**The clock network**

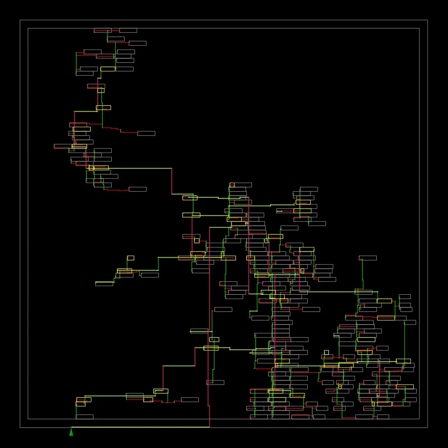
**The metal 2 layer**

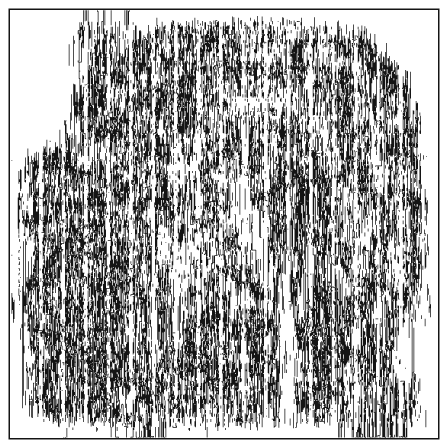
**Metal 3**

Scale bar: 100 microns. Cells faint in the background.
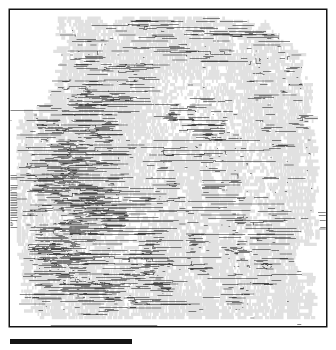
**Metal 4**

Supply wires on this layer in gray. Cells faint in the background.
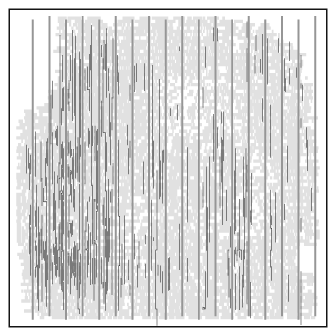
**src/rtl/carp_mul_pkg.sv**
```systemverilog
// Shared op encoding and pipeline stage payload for mul_pipe.
package carp_mul_pkg;

  localparam int MAX_XLEN  = 64;
  localparam int MAX_TAG_W = 16;
  localparam int PP_W      = 2 * MAX_XLEN;

  typedef enum logic [1:0] {
    MUL    = 2'b00,
    MULH   = 2'b01,
    MULHSU = 2'b10,
    MULHU  = 2'b11
  } mul_op_e;

  // Payload sized for the widest configuration; narrower builds use the low bits.
  typedef struct packed {
    logic                 valid;
    mul_op_e              op;
    logic                 negate;
    logic [MAX_TAG_W-1:0] tag;
    logic [MAX_XLEN-1:0]  mag_a;
    logic [MAX_XLEN-1:0]  mag_b;
    logic [PP_W-1:0]      pp;
  } stage_t;

  function automatic logic rs1_signed(input mul_op_e op);
    return op != MULHU;
  endfunction

  function automatic logic rs2_signed(input mul_op_e op);
    return (op == MUL) || (op == MULH);
  endfunction

endpackage

```
**src/rtl/mul_stage.sv**
```systemverilog
// One pipeline register slice: valid bit gated by advance/flush, payload loaded on advance.
module mul_stage
  import carp_mul_pkg::*;
#(
  parameter bit RESET_DATA = 1'b0
) (
  input  logic   clk,
  input  logic   rst,
  input  logic   advance,
  input  logic   flush,
  input  stage_t d,
  output stage_t q
);

  logic   vld;
  stage_t dat;

  always_ff @(posedge clk) begin
    if (rst || flush) begin
      vld <= 1'b0;
    end else if (advance) begin
      vld <= d.valid;
    end
  end

  // Only the output slice clears its payload so rd/out_tag read zero after reset.
  always_ff @(posedge clk) begin
    if (RESET_DATA && rst) begin
      dat <= '0;
    end else if (advance) begin
      dat <= d;
    end
  end

  always_comb begin
    q       = dat;
    q.valid = vld;
  end

endmodule

```
**src/rtl/mul_pipe.sv**
```systemverilog
// Pipelined RISC-V style multiplier (MUL/MULH/MULHSU/MULHU) with valid/ready handshakes.
// Define CARP_MUL_FLUSH_EN to add the flush port that kills all in-flight operations.
module mul_pipe
  import carp_mul_pkg::*;
#(
  parameter int XLEN   = 32,
  parameter int STAGES = 3,
  parameter int TAG_W  = 5
) (
  input  logic             clk,
  input  logic             rst,
  input  logic             in_valid,
  output logic             in_ready,
  input  logic [XLEN-1:0]  rs1,
  input  logic [XLEN-1:0]  rs2,
  input  logic [1:0]       mul_op,
  input  logic [TAG_W-1:0] in_tag,
`ifdef CARP_MUL_FLUSH_EN
  input  logic             flush,
`endif
  output logic             out_valid,
  input  logic             out_ready,
  output logic [XLEN-1:0]  rd,
  output logic [TAG_W-1:0] out_tag
);

  localparam int H  = XLEN / 2;
  localparam int W2 = 2 * XLEN;
  localparam int PW = XLEN + H;

  logic            advance;
  logic            kill;
  mul_op_e         op_in;
  logic            neg1, neg2;
  logic [XLEN-1:0] mag1, mag2;
  stage_t          p_in;
  stage_t          q_all [STAGES];
  stage_t          last;
  logic            unused_last;

`ifdef CARP_MUL_FLUSH_EN
  assign kill = flush;
`else
  assign kill = 1'b0;
`endif

  assign advance  = !out_valid || out_ready;
  assign in_ready = advance;

  // Signs are stripped up front; the multiplier array only sees magnitudes.
  assign op_in = mul_op_e'(mul_op);
  assign neg1  = rs1_signed(op_in) && rs1[XLEN-1];
  assign neg2  = rs2_signed(op_in) && rs2[XLEN-1];
  assign mag1  = neg1 ? -rs1 : rs1;
  assign mag2  = neg2 ? -rs2 : rs2;

  always_comb begin
    p_in        = '0;
    p_in.valid  = in_valid;
    p_in.op     = op_in;
    p_in.negate = neg1 ^ neg2;
    p_in.tag    = MAX_TAG_W'(in_tag);
    p_in.mag_a  = MAX_XLEN'(mag1);
    p_in.mag_b  = MAX_XLEN'(mag2);
  end

  for (genvar k = 0; k < STAGES; k++) begin : g_stage
    stage_t          src, nxt;
    logic [XLEN-1:0] a, b;
    logic [W2-1:0]   acc, fin;

    if (k == 0) begin : g_head
      assign src = p_in;
    end else begin : g_body
      assign src = q_all[k-1];
    end

    assign a = src.mag_a[XLEN-1:0];
    assign b = src.mag_b[XLEN-1:0];

    // Stage 0 takes the low half of b, stage 1 the high half; later stages pass through.
    always_comb begin
      acc = src.pp[W2-1:0];
      if (STAGES == 1) begin
        acc = W2'(a) * W2'(b);
      end else if (k == 0) begin
        acc = W2'(PW'(a) * PW'(b[H-1:0]));
      end else if (k == 1) begin
        acc = acc + (W2'(PW'(a) * PW'(b[XLEN-1:H])) << H);
      end
      fin = src.negate ? -acc : acc;
    end

    always_comb begin
      nxt = src;
      if (k == STAGES - 1) begin
        nxt.pp = PP_W'({{XLEN{1'b0}}, (src.op == MUL) ? fin[XLEN-1:0] : fin[W2-1:XLEN]});
      end else begin
        nxt.pp = PP_W'(acc);
      end
    end

    mul_stage #(
      .RESET_DATA(k == STAGES - 1)
    ) u_stage (
      .clk     (clk),
      .rst     (rst),
      .advance (advance),
      .flush   (kill),
      .d       (nxt),
      .q       (q_all[k])
    );
  end

  assign last        = q_all[STAGES-1];
  assign out_valid   = last.valid;
  assign rd          = last.pp[XLEN-1:0];
  assign out_tag     = last.tag[TAG_W-1:0];
  assign unused_last = ^last;

endmodule

```
**config.mk**
```make
export PLATFORM = sky130hd
export DESIGN_NAME = mul_pipe
export DESIGN_NICKNAME = d
export VERILOG_FILES = /design/src/rtl/carp_mul_pkg.sv /design/src/rtl/mul_stage.sv /design/src/rtl/mul_pipe.sv
export SDC_FILE = /design/constraint.sdc
export NUM_CORES = 2
export LEC_CHECK = 0
export CORE_MARGIN = 5
export CORE_UTILIZATION = 70
export CTS_CLUSTER_DIAMETER = 60
export DETAILED_ROUTE_END_ITERATION = 16
export HOLD_SLACK_MARGIN = 0.02
export PLACE_DENSITY = 0.89
export SLEW_MARGIN = 20
export SYNTH_ARGS = -nofsm -noshare
export SYNTH_HDL_FRONTEND = slang
export SYNTH_SLANG_ARGS = --single-unit
```
**constraint.sdc**
```tcl
create_clock -name clk -period 19.1 [get_ports clk]
set_clock_uncertainty 0.1 [all_clocks]
set_input_delay 2.865 -clock clk [delete_from_list [all_inputs] [get_ports clk]]
set_output_delay 2.865 -clock clk [all_outputs]
set_load 0.01 [all_outputs]
```
==> qor.txt <==
Finish-stage setup viols = 0
Post-Route WL = 122 mm
Status = complete, no violations
Met1 global-route usage = 0.477
Worst slack at placement = 6.05 ns
Critical Path RT = 19.29 ns
Flops after synth = 216
Grt total ovfl = 0
Placed cell count = 5572
Fillers = 4141
First-pass GRT wire length = 195 mm
Worst hold start = g_stage[0].u_stage.q[2]
Synthesized area per cell = 8.97 sq um
Rel. slew slack = 0.166
OpenROAD warnings = 28
Fin crit period = 12.78 ns
Async SR Flop Fraction = 0
Top Family by Delay on Critical Path = adder cells
Num rows = 91
Clk ins delay skew pair = 0.60 ns
Syn_nets = 5995
Max FFs per register = 213
Cells after synthesis = 4806
Total GRT Usage = 0.370
Core Area = 61400 sq um
Area delta synth->final = 7.16%
Yosys Instances = 4806
Routability cong. = 1.02
Worst-path clk slew = 0.06 ns
CP Capture Type = flip-flop
CTS Buffer Depth = 3
Seq/Total Area, Yosys = 0.141
Critical Setup Path Class = in -> reg
Post-Syn Area = 43100 sq um
Critical Path Start Type = input pin
CTS root buf = clkbuf_16
Post-route insts no fill = 5625
Met2 wire len = 55.4 mm
Final worst setup slack = 6.32 ns
Final worst-path cycle share = 0.669
Post-CTS sizing = 0
Setup TNS = 0 ns
DR vias/cell = 6.18
Dpl hpwl = 96.2 mm
Post-synthesis adder-cell area fraction = 0.469
Yosys xor share = 0.0518
Top cell area share = 0.389
Routed len/inst = 21.6 microns
Reg2reg start = g_stage[0].u_stage.q[203]
FP Util = 0.703
EDFF count, synth = 176
Post-Synth AOI/OAI Area = 0.0783
Busiest grt layer = met2
Antenna cells = 0
Crit-path slowest cell = o41ai_1
Max-slew violation count = 0
Worst EP arrival = 12.97 ns
GR Util met2 = 0.586
Buf/Inv on CP = 5
Chip area estimate from yosys synthesis = 43100 sq um
Slew @ Worst Pin = 1.25 ns
IO Count = 114
Metal-1 WL = 43.1 mm
Initial drt markers = 3757
Die Wd = 258 microns
Drt first pass iters = 6
CP max stage delay = 0.79 ns
Largest fanout on the critical path = 17
YS warnings = 0
Post-Synth Simple-Gate Area = 0.159
Unique cell types = 66
TritonCTS clock tree = built
Top comb family, area = adder cells
CTS buffer count = 28
Largest net degree at the start of global routing = 89
Antenna viol nets, final = 0
Crit path launch = rs1[8]
Die Y = 258 microns
Drt drc = 0
Synth area leaders = fa_1 39%, edfxtp_1 12%, inv_1 8.1%
Hold crit path type = reg -> reg
Vias after detailed routing = 34749
Initial antenna violation count = 2
Most used cell, CP = fa_1
Layout cells sized above 1 = 0.0316
Commonest flop = edfxtp_1
Final hold vios = 0
Die Area = 66700 sq um
WL met3 = 15.0 mm
Max Used Layer = met5
Htree depth = 1
I/O Buffers = 113
Vias in the first global route = 36742
Fmax = 0.0782 GHz
CTS Hold Bufs = 0
Mux share = 0.000929
Setup bufs post-CTS = 0
RSZ-0062 raised after global routing = false
Met3 usage in global routing = 0.0954
Nets@finish = 6002
Max-cap violations = 0
Top cell type by total area after synthesis = fa_1
Final Util = 0.753
-- 'the clock network' (at the start) --
TritonCTS Sinks: 216
Clock Buffer Count: 32
Flops: 216

-- 'the metal 2 layer' (at the start) --
wire length on this layer = 55.4 mm
nets with wire on the layer = 5240
main direction = vertical

-- 'metal 3' (at the start) --
main direction = horizontal
wire length on this layer = 15000 microns
longest straight run = 110 microns
share of all routed wire = 12%
nets with wire on the layer = 628

-- 'metal 4' (at the start) --
nets with wire on the layer = 192
wire length on this layer = 8150 microns

## synth_stat cells (29+ instances only)
library cell    n
nand2_1       857
xor2_1         96
nor3_1         42
ha_1          277
xnor2_1       159
clkbuf_1      202
fa_1          837
dfxtp_1        40
a21oi_1       185
nor2_1        234
o31ai_1        33
nand3_1        29
edfxtp_1      176
and2_1        227
a21o_1         63
o21ai_0       105
inv_1         929
## worst paths after layout
path                                                 end  slack (ns)  cells after the start
worst max-delay path            g_stage[0].u_stage.q[46]        6.32                     28
worst min-delay path             g_stage[1].u_stage.q[2]        0.32                      0
worst max register to register  g_stage[1].u_stage.q[61]       10.00                     28
worst min register to register   g_stage[1].u_stage.q[2]        0.32                      0
## metrics by stage
stage                     hold WS, ns  cell area (sq um)
after global routing            0.330              46200
after global placement          0.301              45100
after CTS                       0.320              46200
after detailed placement        0.305              45100
final                           0.319              46200
after floorplan                 0.300              43100
## cell usage in the layout, fill, tap and decap left out, types with 20 or more instances in the layout
cell type	n
o31ai_1	33
fa_1	837
nand4_1	26
a21oi_1	185
dfxtp_1	40
and2_1	227
o211ai_1	20
ha_1	277
o21ai_0	105
nand3_1	29
a21o_1	63
xnor2_1	156
edfxtp_1	176
nor2_1	233
clkdlybuf4s50_1	113
buf_4	70
clkbuf_16	28
inv_1	928
nor3_1	42
nand2_1	857
xor2_1	91
## layout make-up
type | count | area [sq um] | area share
tap | 790 | 988 | 0.0214
inverter | 938 | 3530 | 0.0764
clock inverter | 20 | 332 | 0.00718
timing repair buffer | 184 | 1680 | 0.0364
clock buffer | 32 | 736 | 0.0159
multi-input combinational | 3445 | 32900 | 0.711
sequential | 216 | 6090 | 0.132
